===== src/rtl/velocity_cell_reader_if.sv =====
// ---------------------------------------------------------------------------
// velocity_cell_reader_if
//   Bundles the three channels of the per-cell velocity reader:
//     - RAM port      : mem_addr / mem_rden / mem_wren / mem_data -> RAM,
//                       mem_q <- RAM (valid the cycle after the read)
//     - particle out  : out_valid / out_data / out_pid / out_last -> pipeline,
//                       out_ready <- pipeline
//     - write-back in : wb_valid / wb_pid / wb_data -> reader,
//                       wb_ready <- reader
//   modport master : the reader itself
//   modport slave  : the environment (RAM, velocity cache, motion update)
// ---------------------------------------------------------------------------
interface velocity_cell_reader_if #(
  parameter int DATA_WIDTH = 96,
  parameter int ADDR_WIDTH = 8
);
  // RAM port
  logic [ADDR_WIDTH-1:0] mem_addr;
  logic                  mem_rden;
  logic                  mem_wren;
  logic [DATA_WIDTH-1:0] mem_data;
  logic [DATA_WIDTH-1:0] mem_q;

  // particle stream
  logic                  out_valid;
  logic                  out_ready;
  logic [DATA_WIDTH-1:0] out_data;
  logic [ADDR_WIDTH-1:0] out_pid;
  logic                  out_last;

  // write-back channel
  logic                  wb_valid;
  logic                  wb_ready;
  logic [ADDR_WIDTH-1:0] wb_pid;
  logic [DATA_WIDTH-1:0] wb_data;

  modport master (
    output mem_addr, mem_rden, mem_wren, mem_data,
    input  mem_q,
    output out_valid, out_data, out_pid, out_last,
    input  out_ready,
    input  wb_valid, wb_pid, wb_data,
    output wb_ready
  );

  modport slave (
    input  mem_addr, mem_rden, mem_wren, mem_data,
    output mem_q,
    input  out_valid, out_data, out_pid, out_last,
    output out_ready,
    output wb_valid, wb_pid, wb_data,
    input  wb_ready
  );
endinterface


===== src/rtl/velocity_cell_reader.sv =====
// ---------------------------------------------------------------------------
// velocity_cell_reader
//   Streams the velocities of one cell out of its single-port velocity RAM.
//   Address 0 of the RAM holds the particle count, addresses 1..count hold
//   {vz, vy, vx}. On start the count is read (and clamped to PARTICLE_NUM-1),
//   then particles 1..count are read and presented on a valid/ready stream.
//   A 2-entry skid buffer absorbs the RAM's one-cycle read latency so the
//   stream runs at one particle per cycle and survives back-pressure without
//   dropping or duplicating words. While idle, write-back requests are
//   written straight into the RAM with zero-latency accept.
//
// Ports
//   clk        : clock, all state on the rising edge
//   rst_n      : asynchronous active-low reset
//   start      : begin streaming the cell (only looked at while idle)
//   busy       : high from the cycle after an accepted start until DONE exits
//   done       : one-cycle pulse after the final particle handshake
//   cell_count : latched, clamped particle count
//   bus        : RAM port, particle stream and write-back channel
// ---------------------------------------------------------------------------
module velocity_cell_reader #(
  parameter int DATA_WIDTH   = 96,
  parameter int ADDR_WIDTH   = 8,
  parameter int PARTICLE_NUM = 220
) (
  input  logic                  clk,
  input  logic                  rst_n,
  input  logic                  start,
  output logic                  busy,
  output logic                  done,
  output logic [ADDR_WIDTH-1:0] cell_count,
  velocity_cell_reader_if.master bus
);

  localparam logic [ADDR_WIDTH-1:0] COUNT_MAX = ADDR_WIDTH'(PARTICLE_NUM - 1);

  typedef enum logic [2:0] {
    S_IDLE     = 3'd0,
    S_RD_CNT   = 3'd1,
    S_WAIT_CNT = 3'd2,
    S_STREAM   = 3'd3,
    S_DONE     = 3'd4
  } state_t;

  state_t state_reg, state_next;

  // Latched particle count and next particle address to read. The read
  // address carries one extra bit so that count+1 never wraps.
  logic [ADDR_WIDTH-1:0] count_reg;
  logic [ADDR_WIDTH:0]   rd_addr_reg;

  // One read may be outstanding in the RAM; its pid travels alongside.
  logic                  inflight_reg;
  logic [ADDR_WIDTH-1:0] inflight_pid_reg;

  // Skid buffer bookkeeping.
  logic                  head_reg;
  logic                  tail_reg;
  logic [1:0]            occ_reg;
  logic [DATA_WIDTH-1:0] entry_data [2];
  logic [ADDR_WIDTH-1:0] entry_pid  [2];

  logic                  push;
  logic                  pop;
  logic                  issue;
  logic                  last_pop;
  logic                  wb_accept;
  logic [2:0]            pending;
  logic [ADDR_WIDTH-1:0] count_raw;
  logic [ADDR_WIDTH-1:0] count_clamped;

  // -------------------------------------------------------------------------
  // Handshake / issue decisions
  // -------------------------------------------------------------------------
  assign pop      = bus.out_valid && bus.out_ready;
  assign push     = inflight_reg;
  assign last_pop = pop && bus.out_last;

  // Words that will occupy the buffer next cycle before any new read lands:
  // current entries plus the word arriving from the RAM minus the one leaving.
  // A read may only be launched if its word is guaranteed a free slot.
  assign pending = {1'b0, occ_reg} + {2'b00, inflight_reg} - {2'b00, pop};

  assign issue = (state_reg == S_STREAM) &&
                 (rd_addr_reg <= {1'b0, count_reg}) &&
                 (pending < 3'd2);

  // The count word is clamped so a corrupted count can never walk past the
  // end of the RAM.
  assign count_raw     = bus.mem_q[ADDR_WIDTH-1:0];
  assign count_clamped = (count_raw > COUNT_MAX) ? COUNT_MAX : count_raw;

  // Start has priority over write-back; rst_n is folded in so no write can
  // slip into the RAM while the block is held in reset.
  assign wb_accept = rst_n && (state_reg == S_IDLE) && !start && bus.wb_valid;

  // -------------------------------------------------------------------------
  // FSM: state register
  // -------------------------------------------------------------------------
  always_ff @(posedge clk or negedge rst_n) begin
    if (!rst_n) begin
      state_reg <= S_IDLE;
    end else begin
      state_reg <= state_next;
    end
  end

  // -------------------------------------------------------------------------
  // FSM: next-state logic
  // -------------------------------------------------------------------------
  always_comb begin
    state_next = state_reg;
    case (state_reg)
      S_IDLE: begin
        if (start) begin
          state_next = S_RD_CNT;
        end
      end
      S_RD_CNT: begin
        state_next = S_WAIT_CNT;
      end
      S_WAIT_CNT: begin
        if (count_clamped == '0) begin
          state_next = S_DONE;
        end else begin
          state_next = S_STREAM;
        end
      end
      S_STREAM: begin
        if (last_pop) begin
          state_next = S_DONE;
        end
      end
      S_DONE: begin
        state_next = S_IDLE;
      end
      default: begin
        state_next = S_IDLE;
      end
    endcase
  end

  // -------------------------------------------------------------------------
  // FSM: output logic (RAM port and write-back accept)
  // -------------------------------------------------------------------------
  always_comb begin
    bus.mem_addr = '0;
    bus.mem_rden = 1'b0;
    bus.mem_wren = 1'b0;
    bus.wb_ready = 1'b0;
    case (state_reg)
      S_IDLE: begin
        bus.wb_ready = rst_n && !start;
        if (wb_accept) begin
          bus.mem_wren = 1'b1;
          bus.mem_addr = bus.wb_pid;
        end
      end
      S_RD_CNT: begin
        bus.mem_rden = 1'b1;
      end
      S_STREAM: begin
        if (issue) begin
          bus.mem_rden = 1'b1;
          bus.mem_addr = rd_addr_reg[ADDR_WIDTH-1:0];
        end
      end
      default: begin
      end
    endcase
  end

  assign bus.mem_data = bus.wb_data;
  assign busy         = (state_reg != S_IDLE);
  assign done         = (state_reg == S_DONE);
  assign cell_count   = count_reg;

  // -------------------------------------------------------------------------
  // Count latch, read address and in-flight tracking
  // -------------------------------------------------------------------------
  always_ff @(posedge clk or negedge rst_n) begin
    if (!rst_n) begin
      count_reg        <= '0;
      rd_addr_reg      <= '0;
      inflight_reg     <= 1'b0;
      inflight_pid_reg <= '0;
    end else begin
      if (state_reg == S_WAIT_CNT) begin
        count_reg   <= count_clamped;
        rd_addr_reg <= (ADDR_WIDTH+1)'(1);
      end else if (issue) begin
        rd_addr_reg <= rd_addr_reg + 1'b1;
      end
      inflight_reg <= issue;
      if (issue) begin
        inflight_pid_reg <= rd_addr_reg[ADDR_WIDTH-1:0];
      end
    end
  end

  // -------------------------------------------------------------------------
  // Skid buffer: two entries written at tail, read from head
  // -------------------------------------------------------------------------
  genvar gi;
  generate
    for (gi = 0; gi < 2; gi++) begin : g_entry
      logic [DATA_WIDTH-1:0] data_reg;
      logic [ADDR_WIDTH-1:0] pid_reg;

      always_ff @(posedge clk or negedge rst_n) begin
        if (!rst_n) begin
          data_reg <= '0;
          pid_reg  <= '0;
        end else if (push && (tail_reg == 1'(gi))) begin
          data_reg <= bus.mem_q;
          pid_reg  <= inflight_pid_reg;
        end
      end

      assign entry_data[gi] = data_reg;
      assign entry_pid[gi]  = pid_reg;
    end
  endgenerate

  always_ff @(posedge clk or negedge rst_n) begin
    if (!rst_n) begin
      head_reg <= 1'b0;
      tail_reg <= 1'b0;
      occ_reg  <= '0;
    end else begin
      if (push) begin
        tail_reg <= ~tail_reg;
      end
      if (pop) begin
        head_reg <= ~head_reg;
      end
      occ_reg <= occ_reg + {1'b0, push} - {1'b0, pop};
    end
  end

  assign bus.out_valid = (occ_reg != 2'd0);
  assign bus.out_data  = entry_data[head_reg];
  assign bus.out_pid   = entry_pid[head_reg];
  assign bus.out_last  = bus.out_valid && (entry_pid[head_reg] == count_reg);

endmodule


===== src/flat_wrapper.sv =====
// flat-port wrapper written by rule: the top's interface ports become plain ports
module velocity_cell_reader_flat 
#(
  parameter int DATA_WIDTH   = 96,
  parameter int ADDR_WIDTH   = 8,
  parameter int PARTICLE_NUM = 220
)
  (clk, rst_n, start, busy, done, cell_count, bus_mem_addr, bus_mem_rden, bus_mem_wren, bus_mem_data, bus_mem_q, bus_out_valid, bus_out_data, bus_out_pid, bus_out_last, bus_out_ready, bus_wb_valid, bus_wb_pid, bus_wb_data, bus_wb_ready);
  velocity_cell_reader_if #(.DATA_WIDTH(DATA_WIDTH), .ADDR_WIDTH(ADDR_WIDTH)) bus_i ();
  input  logic clk;
  input  logic rst_n;
  input  logic start;
  output logic busy;
  output logic done;
  output logic [ADDR_WIDTH-1:0] cell_count;
  output wire logic [$bits(bus_i.mem_addr)-1:0] bus_mem_addr;
  output wire logic [$bits(bus_i.mem_rden)-1:0] bus_mem_rden;
  output wire logic [$bits(bus_i.mem_wren)-1:0] bus_mem_wren;
  output wire logic [$bits(bus_i.mem_data)-1:0] bus_mem_data;
  input wire logic [$bits(bus_i.mem_q)-1:0] bus_mem_q;
  output wire logic [$bits(bus_i.out_valid)-1:0] bus_out_valid;
  output wire logic [$bits(bus_i.out_data)-1:0] bus_out_data;
  output wire logic [$bits(bus_i.out_pid)-1:0] bus_out_pid;
  output wire logic [$bits(bus_i.out_last)-1:0] bus_out_last;
  input wire logic [$bits(bus_i.out_ready)-1:0] bus_out_ready;
  input wire logic [$bits(bus_i.wb_valid)-1:0] bus_wb_valid;
  input wire logic [$bits(bus_i.wb_pid)-1:0] bus_wb_pid;
  input wire logic [$bits(bus_i.wb_data)-1:0] bus_wb_data;
  output wire logic [$bits(bus_i.wb_ready)-1:0] bus_wb_ready;
  assign bus_mem_addr = bus_i.mem_addr;
  assign bus_mem_rden = bus_i.mem_rden;
  assign bus_mem_wren = bus_i.mem_wren;
  assign bus_mem_data = bus_i.mem_data;
  assign bus_i.mem_q = bus_mem_q;
  assign bus_out_valid = bus_i.out_valid;
  assign bus_out_data = bus_i.out_data;
  assign bus_out_pid = bus_i.out_pid;
  assign bus_out_last = bus_i.out_last;
  assign bus_i.out_ready = bus_out_ready;
  assign bus_i.wb_valid = bus_wb_valid;
  assign bus_i.wb_pid = bus_wb_pid;
  assign bus_i.wb_data = bus_wb_data;
  assign bus_wb_ready = bus_i.wb_ready;
  velocity_cell_reader #(.DATA_WIDTH(DATA_WIDTH), .ADDR_WIDTH(ADDR_WIDTH), .PARTICLE_NUM(PARTICLE_NUM)) u_core (.clk(clk), .rst_n(rst_n), .start(start), .busy(busy), .done(done), .cell_count(cell_count), .bus(bus_i));
endmodule

===== config.mk =====
export PLATFORM = sky130hd
export DESIGN_NAME = velocity_cell_reader_flat
export DESIGN_NICKNAME = d
export VERILOG_FILES = /design/src/rtl/velocity_cell_reader_if.sv /design/src/rtl/velocity_cell_reader.sv /design/src/flat_wrapper.sv
export SDC_FILE = /design/constraint.sdc
export NUM_CORES = 1
export LEC_CHECK = 0
export ABC_AREA = 1
export CAP_MARGIN = 15
export CORE_AREA = 2 2 167 169
export CTS_CLUSTER_DIAMETER = 200
export DETAILED_ROUTE_END_ITERATION = 12
export DIE_AREA = 0 0 169 171
export PLACE_DENSITY = 0.79
export SLEW_MARGIN = 20
export SYNTH_ARGS = -nofsm -noshare
export SYNTH_HDL_FRONTEND = slang
export SYNTH_SLANG_ARGS = --single-unit

===== constraint.sdc =====
create_clock -name clk -period 6.3 [get_ports clk]
set_clock_uncertainty 0.2 [all_clocks]
set_input_delay 1.26 -clock clk [delete_from_list [all_inputs] [get_ports clk]]
set_output_delay 1.26 -clock clk [all_outputs]
set_load 0.02 [all_outputs]

run_1/congestion.png
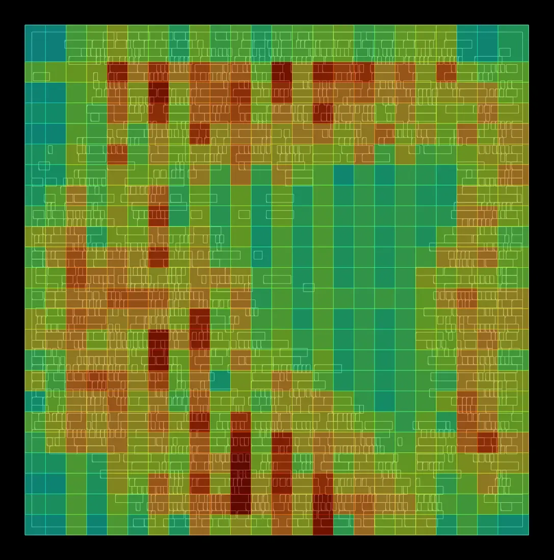
average wire per cell in the routed design: 14.9 µm
Finished Core Util: 52.7%
total track usage: 19.8%

run_1/io_fan.png
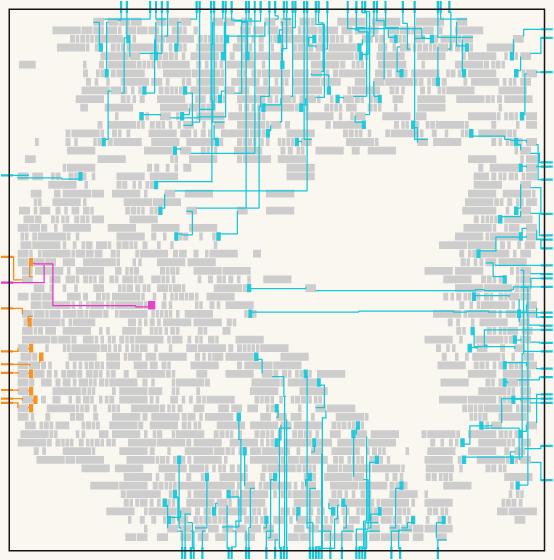
Magenta is `bus_out_last`, bits 1, direction output, edge left, end cells 1, wire 66.2 µm. Cyan is `bus_out_data`, bits 96, direction output, edge 40 top, 28 bottom, 27 right, 1 left, end cells 96, wire 3050 µm. Orange is `bus_wb_pid`, bits 8, direction input, edge left, end cells 8, wire 50.1 µm.

run_1/metal_density.png
The bar under the picture is 50 µm long. The die is cut into 34 by 34 equal tiles; dark purple is low, yellow is high, scaled to the fullest tile. Values are wire area over tile area, all layers added.
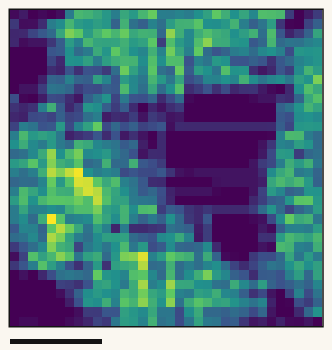
The mean over all tiles is 0.17. The fullest tile reaches 0.48. The emptiest ninth of the die: centre. 14% of the tiles are nearly empty. The densest ninth of the die: middle left.

==> impl_metrics.py, run 1 <==
# Metrics from the implementation run
metrics = {
    "status": {
        "run_status": "finished clean",
    },
    "finish": {
        "instances_no_fill": 1950,
        "fillers": 2477,
        "most-common-layout-cells": "sky130_fd_sc_hd__nand2_1 (595), sky130_fd_sc_hd__dfrtp_1 (240), sky130_fd_sc_hd__clkdlybuf4s50_1 (234), sky130_fd_sc_hd__o21ai_0 (216), sky130_fd_sc_hd__inv_1 (141)",
        "multi_input_comb_area_um2": 4040,
    },
    "placed_design": {
        "pre_cts_slack_ns": 0.706,
        "place.port_buffers": 235,
    },
    "die": {
        "die_height_um": 171,
        "die_area_um2": 28900,
    },
    "yosys": {
        "synth.ff_latch_count": 241,
        "fp_nets": 1696,
        "synthesis_area_per_yosys_um2": 11700,
        "synth-compound-area-share_pct": 10.6,
        "post_synth_xor_xnor_area_pct": 0.451,
        "syn_avg_cell_area_um2": 7.88,
        "ys_sh_simple_pct": 22.1,
        "post_synthesis_instance_area_um2": 11700,
        "synth.logic.top_family": "simple AND/OR/NAND/NOR gates",
        "yosysWarningCount": 0,
        "ys_cells": 1479,
    },
    "timing": {
        "post-route-period-util_pct": 89.1,
        "achievable-frequency_mhz": 178,
        "worst_slack_ns": 0.686,
        "slew-limit-headroom_pct": 32.4,
        "period_needed_ns": 5.61,
        "finalHoldViolations": 0,
    },
    "flow_run": {
        "number_of_openroad_warnings": 30,
        "max_cap_viols": 0,
    },
    "critical_path": {
        "worstRegToRegCells": 14,
        "cell_chain_of_the_critical_path": "clkdlybuf4s50_1, nand2_1, inv_1, ha_1, inv_1, ha_1, fa_1, a21oi_1, o2111a_1, nand2_2, buf_4, o21ai_1, clkdlybuf4s50_1",
        "critPathMaxFanout": 19,
        "cp_slowest_stage_delay_ns": 0.62,
        "worstSetupEndpointType": "primary output",
        "startpoint": "bus_out_ready",
        "regToRegSetupSlack_ns": 3.10,
    },
    "pwr": {
        "power_density_nw_per_um2": 579,
        "leakage_uw": 0.00732,
        "p_total_uw": 8330,
    },
    "clock_tree": {
        "cts_sink_cnt": 241,
        "cts_htree_levels": 1,
    },
    "routing": {
        "overall_via_count_from_detail_route": 9653,
        "detail_route.vias_per_cell": 4.95,
    },
    "global_routing": {
        "wire_length_of_the_first_global_routing_pass_um": 46600,
        "via_count_of_the_first_global_routing_pass": 9260,
    },
    "worst_hold_path": {
        "hp-class": "reg2reg",
    },
}
run 1: how the worst min path moves through the flow:
| stage | startpoint | to | slack, ns | cells after the start |
|---|---|---|---|---|
| 6_report | u_core.g_entry[1].data_reg[62]$_DFFE_PN0P_ | u_core.g_entry[1].data_reg[62]$_DFFE_PN0P_ | 0.28 | 2 |
| 5_1_grt | u_core.g_entry[0].data_reg[27]$_DFFE_PN0P_ | u_core.g_entry[0].data_reg[27]$_DFFE_PN0P_ | 0.30 | 2 |
| 4_1_cts | u_core.g_entry[1].data_reg[19]$_DFFE_PN0P_ | u_core.g_entry[1].data_reg[19]$_DFFE_PN0P_ | 0.29 | 2 |
| 3_5_place_dp | u_core.g_entry[0].data_reg[27]$_DFFE_PN0P_ | u_core.g_entry[0].data_reg[27]$_DFFE_PN0P_ | 0.27 | 2 |
| 3_3_place_gp | u_core.g_entry[0].data_reg[79]$_DFFE_PN0P_ | u_core.g_entry[0].data_reg[79]$_DFFE_PN0P_ | 0.26 | 2 |
| 2_1_floorplan | u_core.g_entry[1].data_reg[94]$_DFFE_PN0P_ | u_core.g_entry[1].data_reg[94]$_DFFE_PN0P_ | 0.25 | 2 |
run 1: logic make-up (layout without fill, tap and decap cells):
| family | count (synthesis) | count (layout) |
|---|---|---|
| fa+ha+maj | 12 | 12 |
| flops | 241 | 241 |
| compound gates | 243 | 243 |
| buf+inv | 316 | 441 |
| simple gates | 661 | 661 |
| xor+xnor | 6 | 6 |
run 1: power breakdown:
| part | internal, µW | leakage, µW | switching (µW) |
|---|---|---|---|
| Combinational | 1650 | 0.00398 | 2320 |
| Clock | 961 | 0.000448 | 614 |
| Sequential | 2310 | 0.00289 | 480 |
| Total | 4920 | 0.00732 | 3420 |
run 1: cell usage after synthesis, drive strengths merged, types with 4 or more instances:
| master | count | area [µm²] |
|---|---|---|
| a21oi | 8 | 40.0 |
| nor3 | 6 | 30.0 |
| dfrtp | 241 | 6030 |
| inv | 146 | 548 |
| ha | 11 | 138 |
| xor2 | 4 | 35.0 |
| nand3 | 22 | 115 |
| nand2 | 598 | 2250 |
| clkbuf | 33 | 124 |
| nor2 | 24 | 110 |
| o21ai | 226 | 1130 |
| buf | 136 | 928 |
| or2 | 4 | 25.0 |
run 1: stage by stage:
stage               util (%)  instance area, µm²
floorplan                  -               11700
global placement        49.4               13500
detailed placement      49.4               13500
CTS                     52.7               14400
global route            52.7               14400
finish                  52.7               14400
run 1: critical path, delay by kind of cell:
kind	cells	cell delay (ns)
compound gates	3	0.46
fa+ha+maj	3	0.91
buf+inv	5	1.32
simple gates	2	0.19
run 1: per-layer routing:
metal	GRT usage, %	vias up	routed length [µm]
met5	0	-	0
met4	9.14	0	1210
met3	5.02	91	2090
met2	33.0	324	13800
met1	24.2	4547	11900
li1	-	4691	-
run 1: cell type report:
cell class              count  area share, %
flip-flops and latches    241           41.9
multi-input cells         922           28.0
repair buffers            246           16.9
clock buffers              38           5.55
inverters                 147           3.84
well taps                 346           3.01
clock inverters            10          0.713
--- run 2 (diff from run 1) ---
--- a/config.mk
+++ b/config.mk
@@ -7,11 +7,12 @@
 export LEC_CHECK = 0
 export ABC_AREA = 1
 export CAP_MARGIN = 15
-export CORE_AREA = 2 2 167 169
+export CELL_PAD_IN_SITES_DETAIL_PLACEMENT = 0
+export CELL_PAD_IN_SITES_GLOBAL_PLACEMENT = 2
+export CORE_UTILIZATION = 27
 export CTS_CLUSTER_DIAMETER = 200
 export DETAILED_ROUTE_END_ITERATION = 12
-export DIE_AREA = 0 0 169 171
-export PLACE_DENSITY = 0.79
+export PLACE_DENSITY = 0.88
 export SLEW_MARGIN = 20
 export SYNTH_ARGS = -nofsm -noshare
 export SYNTH_HDL_FRONTEND = slang
run_2/placement_by_type.png
The bar under the picture is 50 µm long.
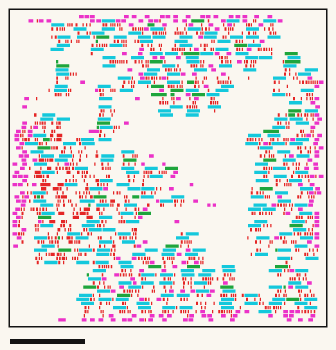
Red is combinational and other logic, cells 1069. Magenta is remaining buffers and delay cells, cells 245. Green is clock drivers and dummy loads, cells 48. Cyan is sequential cells, cells 241.

==> run 2 against run 1 <==
Compared with the run above: first-iteration DRC count rose by 14%; cell count grew 9.8%; register-to-register slack lost 0.04 ns; fmax is 1.6% lower; worst hold slack about the same; global-route usage down 5.3 points; final area rose by 2.1%; synthesized cell count unchanged.
==> impl_metrics.py, run 2 <==
# Metrics from the implementation run
metrics = {
    "status": {
        "run_status": "finished clean",
    },
    "global_routing": {
        "via_count_of_the_first_global_routing_pass": 8968,
        "grt_usage_pct": 14.5,
    },
    "pwr": {
        "switching_share_pct": 40.9,
        "power.clock.fraction_pct": 20.1,
        "comb_power_share_pct": 47.4,
        "leakage_uw": 0.00734,
        "sequentialPowerShare_pct": 32.5,
    },
    "timing": {
        "worst_slack_ns": 0.592,
        "period_needed_ns": 5.71,
        "finalHoldViolations": 0,
    },
    "clock_tree": {
        "cts_htree_levels": 1,
        "cts_sink_cnt": 241,
    },
    "yosys": {
        "post_synth_most_frequent_cells": "sky130_fd_sc_hd__nand2_1 (596), sky130_fd_sc_hd__dfrtp_1 (241), sky130_fd_sc_hd__o21ai_0 (216)",
        "yosys.area.top_type_share_pct": 51.7,
        "fp_nets": 1696,
        "synth.ff_latch_count": 241,
        "synthesis_area_per_yosys_um2": 11700,
        "topCellsByArea": "sky130_fd_sc_hd__dfrtp_1 (52%), sky130_fd_sc_hd__nand2_1 (19%), sky130_fd_sc_hd__o21ai_0 (9.3%), sky130_fd_sc_hd__buf_4 (6.2%), sky130_fd_sc_hd__inv_1 (4.5%)",
        "yosysWarningCount": 0,
        "yosys.cell_count.top_type": "sky130_fd_sc_hd__nand2_1",
    },
    "worst_hold_path": {
        "hp-class": "reg2reg",
        "whs_path_depth": 2,
    },
    "die": {
        "die_height_um": 210,
    },
    "critical_path": {
        "path_depth": 14,
        "worstRegToRegCells": 14,
        "worstSetupEndpointType": "primary output",
        "path_buffers": 5,
        "cell_chain_of_the_critical_path": "clkdlybuf4s50_1, nand2_1, inv_1, ha_1, inv_1, ha_1, fa_1, a21oi_1, o2111a_1, nand2_2, inv_2, nand2_1, nand2_1, clkdlybuf4s50_1",
    },
    "flow_run": {
        "max_cap_viols": 0,
    },
    "placed_design": {
        "pre_cts_slack_ns": 0.607,
        "post_dp_cell_area_um2": 13700,
    },
    "finish": {
        "finalInstanceArea_um2": 14700,
    },
    "routing": {
        "overall_via_count_from_detail_route": 9511,
        "routedWlPerCell_um": 15.0,
    },
}
==> run 2: logic make-up after synthesis <==
logic type | after synthesis | share of synthesized area (%)
XOR/XNOR | 6 | 0.451
adder cells (fa/ha/maj) | 12 | 1.35
buffers and inverters | 316 | 13.8
AND/OR/NAND/NOR | 661 | 22.1
AND-OR/OR-AND | 243 | 10.6
flip-flops | 241 | 51.7
==> run 2: metal layers <==
layer | track usage [%] | part of all wire (%)
met5 | 0 | 0
met4 | 3.80 | 1.5
met3 | 3.68 | 7.3
met2 | 22.6 | 46
met1 | 19.9 | 45
==> run 2: worst paths after layout <==
kind / from / end / slack (ns)
worst max-delay path: bus_out_ready / bus_mem_addr[5] / 0.59
worst min-delay path: u_core.g_entry[1].data_reg[66]$_DFFE_PN0P_ / u_core.g_entry[1].data_reg[66]$_DFFE_PN0P_ / 0.28
worst max register to register: u_core.occ_reg[1]$_DFF_PN0_ / u_core.rd_addr_reg[3]$_DFFE_PN0P_ / 3.06
worst min register to register: u_core.g_entry[1].data_reg[66]$_DFFE_PN0P_ / u_core.g_entry[1].data_reg[66]$_DFFE_PN0P_ / 0.28
max in group asynchronous: rst_n / u_core.g_entry[1].data_reg[54]$_DFFE_PN0P_ / 4.28
min in group asynchronous: rst_n / u_core.g_entry[0].data_reg[90]$_DFFE_PN0P_ / 0.44
==> run 2: area by class of cell <==
class | count | area share (%)
sequential | 241 | 41.0
multi-input combinational | 922 | 27.4
timing repair buffer | 245 | 16.6
clock buffer | 40 | 5.56
tap | 539 | 4.59
inverter | 147 | 3.77
clock inverter | 8 | 0.995
==> run 2: metrics by stage <==
stage,cells,utilization (%),hold slack [ns],total power (µW)
5_1_grt,2142,34.8,0.295,9150
4_1_cts,2142,34.8,0.287,8620
6_report,2142,34.8,0.281,8480
3_3_place_gp,2094,32.5,0.265,6800
3_5_place_dp,2094,32.5,0.273,6860
2_1_floorplan,1479,-,0.253,5140
==> run 2: power groups by stage <==
| stage | logic [µW] | registers, µW | clock network (µW) |
|---|---|---|---|
| 3_3_place_gp | 4060 | 2750 | 0 |
| 5_1_grt | 4480 | 2850 | 1820 |
| 4_1_cts | 4110 | 2750 | 1760 |
| 3_5_place_dp | 4090 | 2770 | 0 |
| 6_report | 4020 | 2760 | 1700 |
| 2_1_floorplan | 2480 | 2660 | 0 |
==> run 2: worst register-to-register path, cell delays in order, from the launching register on <==
cell	delay, ns
sky130_fd_sc_hd__dfrtp_1	0.40
sky130_fd_sc_hd__or2_2	0.34
sky130_fd_sc_hd__nand2_1	0.11
sky130_fd_sc_hd__inv_1	0.07
sky130_fd_sc_hd__ha_1	0.27
sky130_fd_sc_hd__inv_1	0.04
sky130_fd_sc_hd__ha_1	0.18
sky130_fd_sc_hd__fa_1	0.46
sky130_fd_sc_hd__a21oi_1	0.14
sky130_fd_sc_hd__o2111a_1	0.21
sky130_fd_sc_hd__nand2_2	0.13
sky130_fd_sc_hd__buf_4	0.22
sky130_fd_sc_hd__nand2_1	0.25
sky130_fd_sc_hd__nand2_1	0.09
sky130_fd_sc_hd__nand2_1	0.06
--- run 3 (diff from run 2) ---
--- a/config.mk
+++ b/config.mk
@@ -9,10 +9,11 @@
 export CAP_MARGIN = 15
 export CELL_PAD_IN_SITES_DETAIL_PLACEMENT = 0
 export CELL_PAD_IN_SITES_GLOBAL_PLACEMENT = 2
-export CORE_UTILIZATION = 27
+export CORE_UTILIZATION = 38
 export CTS_CLUSTER_DIAMETER = 200
 export DETAILED_ROUTE_END_ITERATION = 12
-export PLACE_DENSITY = 0.88
+export DONT_BUFFER_PORTS = 1
+export PLACE_DENSITY = 0.86
 export SLEW_MARGIN = 20
 export SYNTH_ARGS = -nofsm -noshare
 export SYNTH_HDL_FRONTEND = slang
run_3/congestion.png
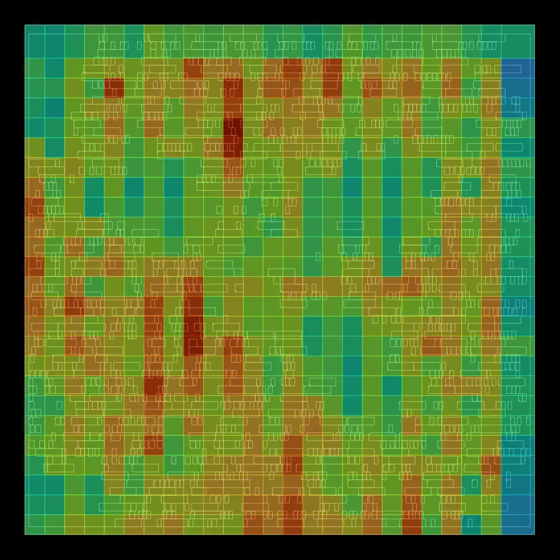
Finished Core Util: 40.4%
GRT met2 Usage: 29.7%
met3 Use GR: 4.25%
total track usage: 18.6%
average wire per cell in the routed design: 16.6 µm

==> run 3 against run 2 <==
Compared with the run above: flip-flop count did not move; first-iteration DRC count decreased by 4.1%; clock power is 5% lower; combinational power down about 30%; final area fell by 18%; highest routed layer unchanged; setup slack better by 0.52 ns; critical endpoint is now bus_mem_addr[3]; register-to-register slack got worse by 0.11 ns; cell count shrank 18%.
==> impl_metrics.py, run 3 <==
# Metrics from the implementation run
metrics = {
    "status": {
        "run_status": "finished clean",
    },
    "global_routing": {
        "via_count_of_the_first_global_routing_pass": 8137,
        "globalRoute.busiestLayer": "met2",
        "grt.met1_usage_pct": 24.4,
    },
    "die": {
        "die_height_um": 177,
    },
    "yosys": {
        "yosys.cell_count.top_type": "sky130_fd_sc_hd__nand2_1",
        "synthesis_area_per_yosys_um2": 11700,
        "yosysWarningCount": 0,
        "post_synth_most_frequent_cells": "sky130_fd_sc_hd__nand2_1 (596), sky130_fd_sc_hd__dfrtp_1 (241), sky130_fd_sc_hd__o21ai_0 (216)",
        "fp_nets": 1696,
        "synth.ff_latch_count": 241,
    },
    "finish": {
        "most-common-layout-cells": "sky130_fd_sc_hd__nand2_1 (595), sky130_fd_sc_hd__dfrtp_1 (240), sky130_fd_sc_hd__o21ai_0 (216), sky130_fd_sc_hd__inv_1 (141), sky130_fd_sc_hd__clkbuf_16 (29)",
    },
    "routing": {
        "detail_route.wirelength_um": 29100,
        "drc_violations": 0,
    },
    "clock_tree": {
        "cts_sink_cnt": 241,
        "cts_htree_levels": 1,
        "clkTransAtPathRegs_ns": 0.06,
    },
    "worst_hold_path": {
        "hp-class": "in2async",
    },
    "timing": {
        "finalHoldViolations": 0,
        "period_needed_ns": 5.19,
    },
    "pwr": {
        "sequentialPowerShare_pct": 38.9,
        "power.clock.fraction_pct": 22.3,
        "leakage_uw": 0.00637,
        "switching_share_pct": 44.6,
        "comb_power_share_pct": 38.8,
    },
    "critical_path": {
        "worstSetupEndpointType": "primary output",
    },
    "flow_run": {
        "max_cap_viols": 0,
    },
}
## run 3: cell type report
class                   count  area, µm²
fillers                  3141      17800
flip-flops and latches    241       6030
multi-input cells         922       4040
clock buffers              46        850
inverters                 147        554
well taps                 390        488
clock inverters             3       65.1
repair buffers              6       48.8
## run 3: worst paths after layout
check                                                         start                                          to  slack, ns  cells after the start
max                                     u_core.occ_reg[1]$_DFF_PN0_                             bus_mem_addr[3]       1.11                     11
min                                                           rst_n           u_core.rd_addr_reg[0]$_DFFE_PN0P_       0.23                      0
max reg2reg                             u_core.occ_reg[1]$_DFF_PN0_           u_core.rd_addr_reg[4]$_DFFE_PN0P_       2.95                     13
min reg2reg                u_core.g_entry[1].pid_reg[5]$_DFFE_PN0P_    u_core.g_entry[1].pid_reg[5]$_DFFE_PN0P_       0.28                      2
max in group asynchronous                                     rst_n  u_core.g_entry[1].data_reg[93]$_DFFE_PN0P_       4.78                      0
min in group clk           u_core.g_entry[1].pid_reg[5]$_DFFE_PN0P_    u_core.g_entry[1].pid_reg[5]$_DFFE_PN0P_       0.28                      2
## run 3: worst max-delay path, cell delays in order (launching register included)
cell and delay (ns):
sky130_fd_sc_hd__dfrtp_1 0.41, sky130_fd_sc_hd__or2_2 0.40, sky130_fd_sc_hd__nand2_1 0.13, sky130_fd_sc_hd__inv_1 0.08, sky130_fd_sc_hd__ha_1 0.28, sky130_fd_sc_hd__inv_1 0.04
sky130_fd_sc_hd__ha_1 0.18, sky130_fd_sc_hd__fa_1 0.46, sky130_fd_sc_hd__a21oi_1 0.14, sky130_fd_sc_hd__o2111a_1 0.21, sky130_fd_sc_hd__nand2_2 0.25, sky130_fd_sc_hd__o21ai_0 0.62
## run 3: per-layer routing
metal,vias up,part of all wire [%]
li1,4218,-
met1,3917,45
met2,225,46
met3,102,6.5
met4,0,3.3
met5,-,0
## run 3: kinds of logic after synthesis
logic type	synth area share, %
and+or+nand+nor	22.1
xor gates and xnor gates	0.451
AOI/OAI and AO/OA	10.6
adders and majority gates	1.35
buffers and inverters	13.8
DFF	51.7
## run 3: through the flow
stage          utilization, %  setup slack, ns  area [µm²]  total power [µW]  std cells
4_1_cts                  40.4             1.10       12100              7360       1755
5_1_grt                  40.4            0.860       12100              7850       1755
3_5_place_dp             37.3             1.25       11200              5710       1706
6_report                 40.4             1.11       12100              7260       1755
3_3_place_gp             37.3             1.28       11200              5650       1706
2_1_floorplan               -             1.50       11700              5140       1479
## run 3: power by group through the flow
stage          Combinational, µW  Sequential (µW)  Clock, µW
5_1_grt                     3190             2930       1730
2_1_floorplan               2480             2660          0
6_report                    2810             2830       1620
3_3_place_gp                2820             2830          0
4_1_cts                     2870             2830       1670
3_5_place_dp                2860             2850          0

## Gallery

Drive-strength map.
image #1
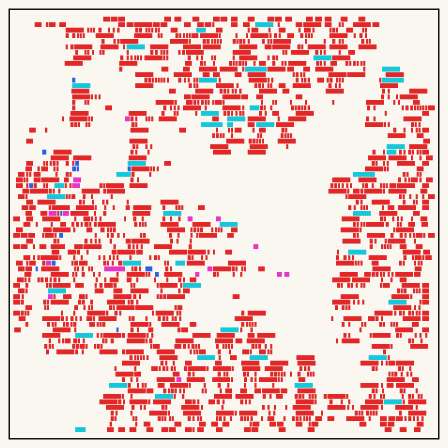
image #2
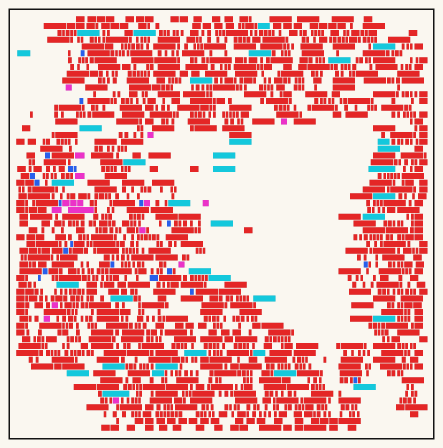
- run 1 = image #2
- run 2 = image #1

Key to image #1:
Blue is _2 cells, cells 14, share 0.87%. Cyan is _6 and larger, cells 41, share 2.6%. Red is _0 and _1 cells, cells 1532, share 96%. Magenta is _3 and _4 cells, cells 16, share 1.0%.

Power is estimated from default activity; no workload was simulated.
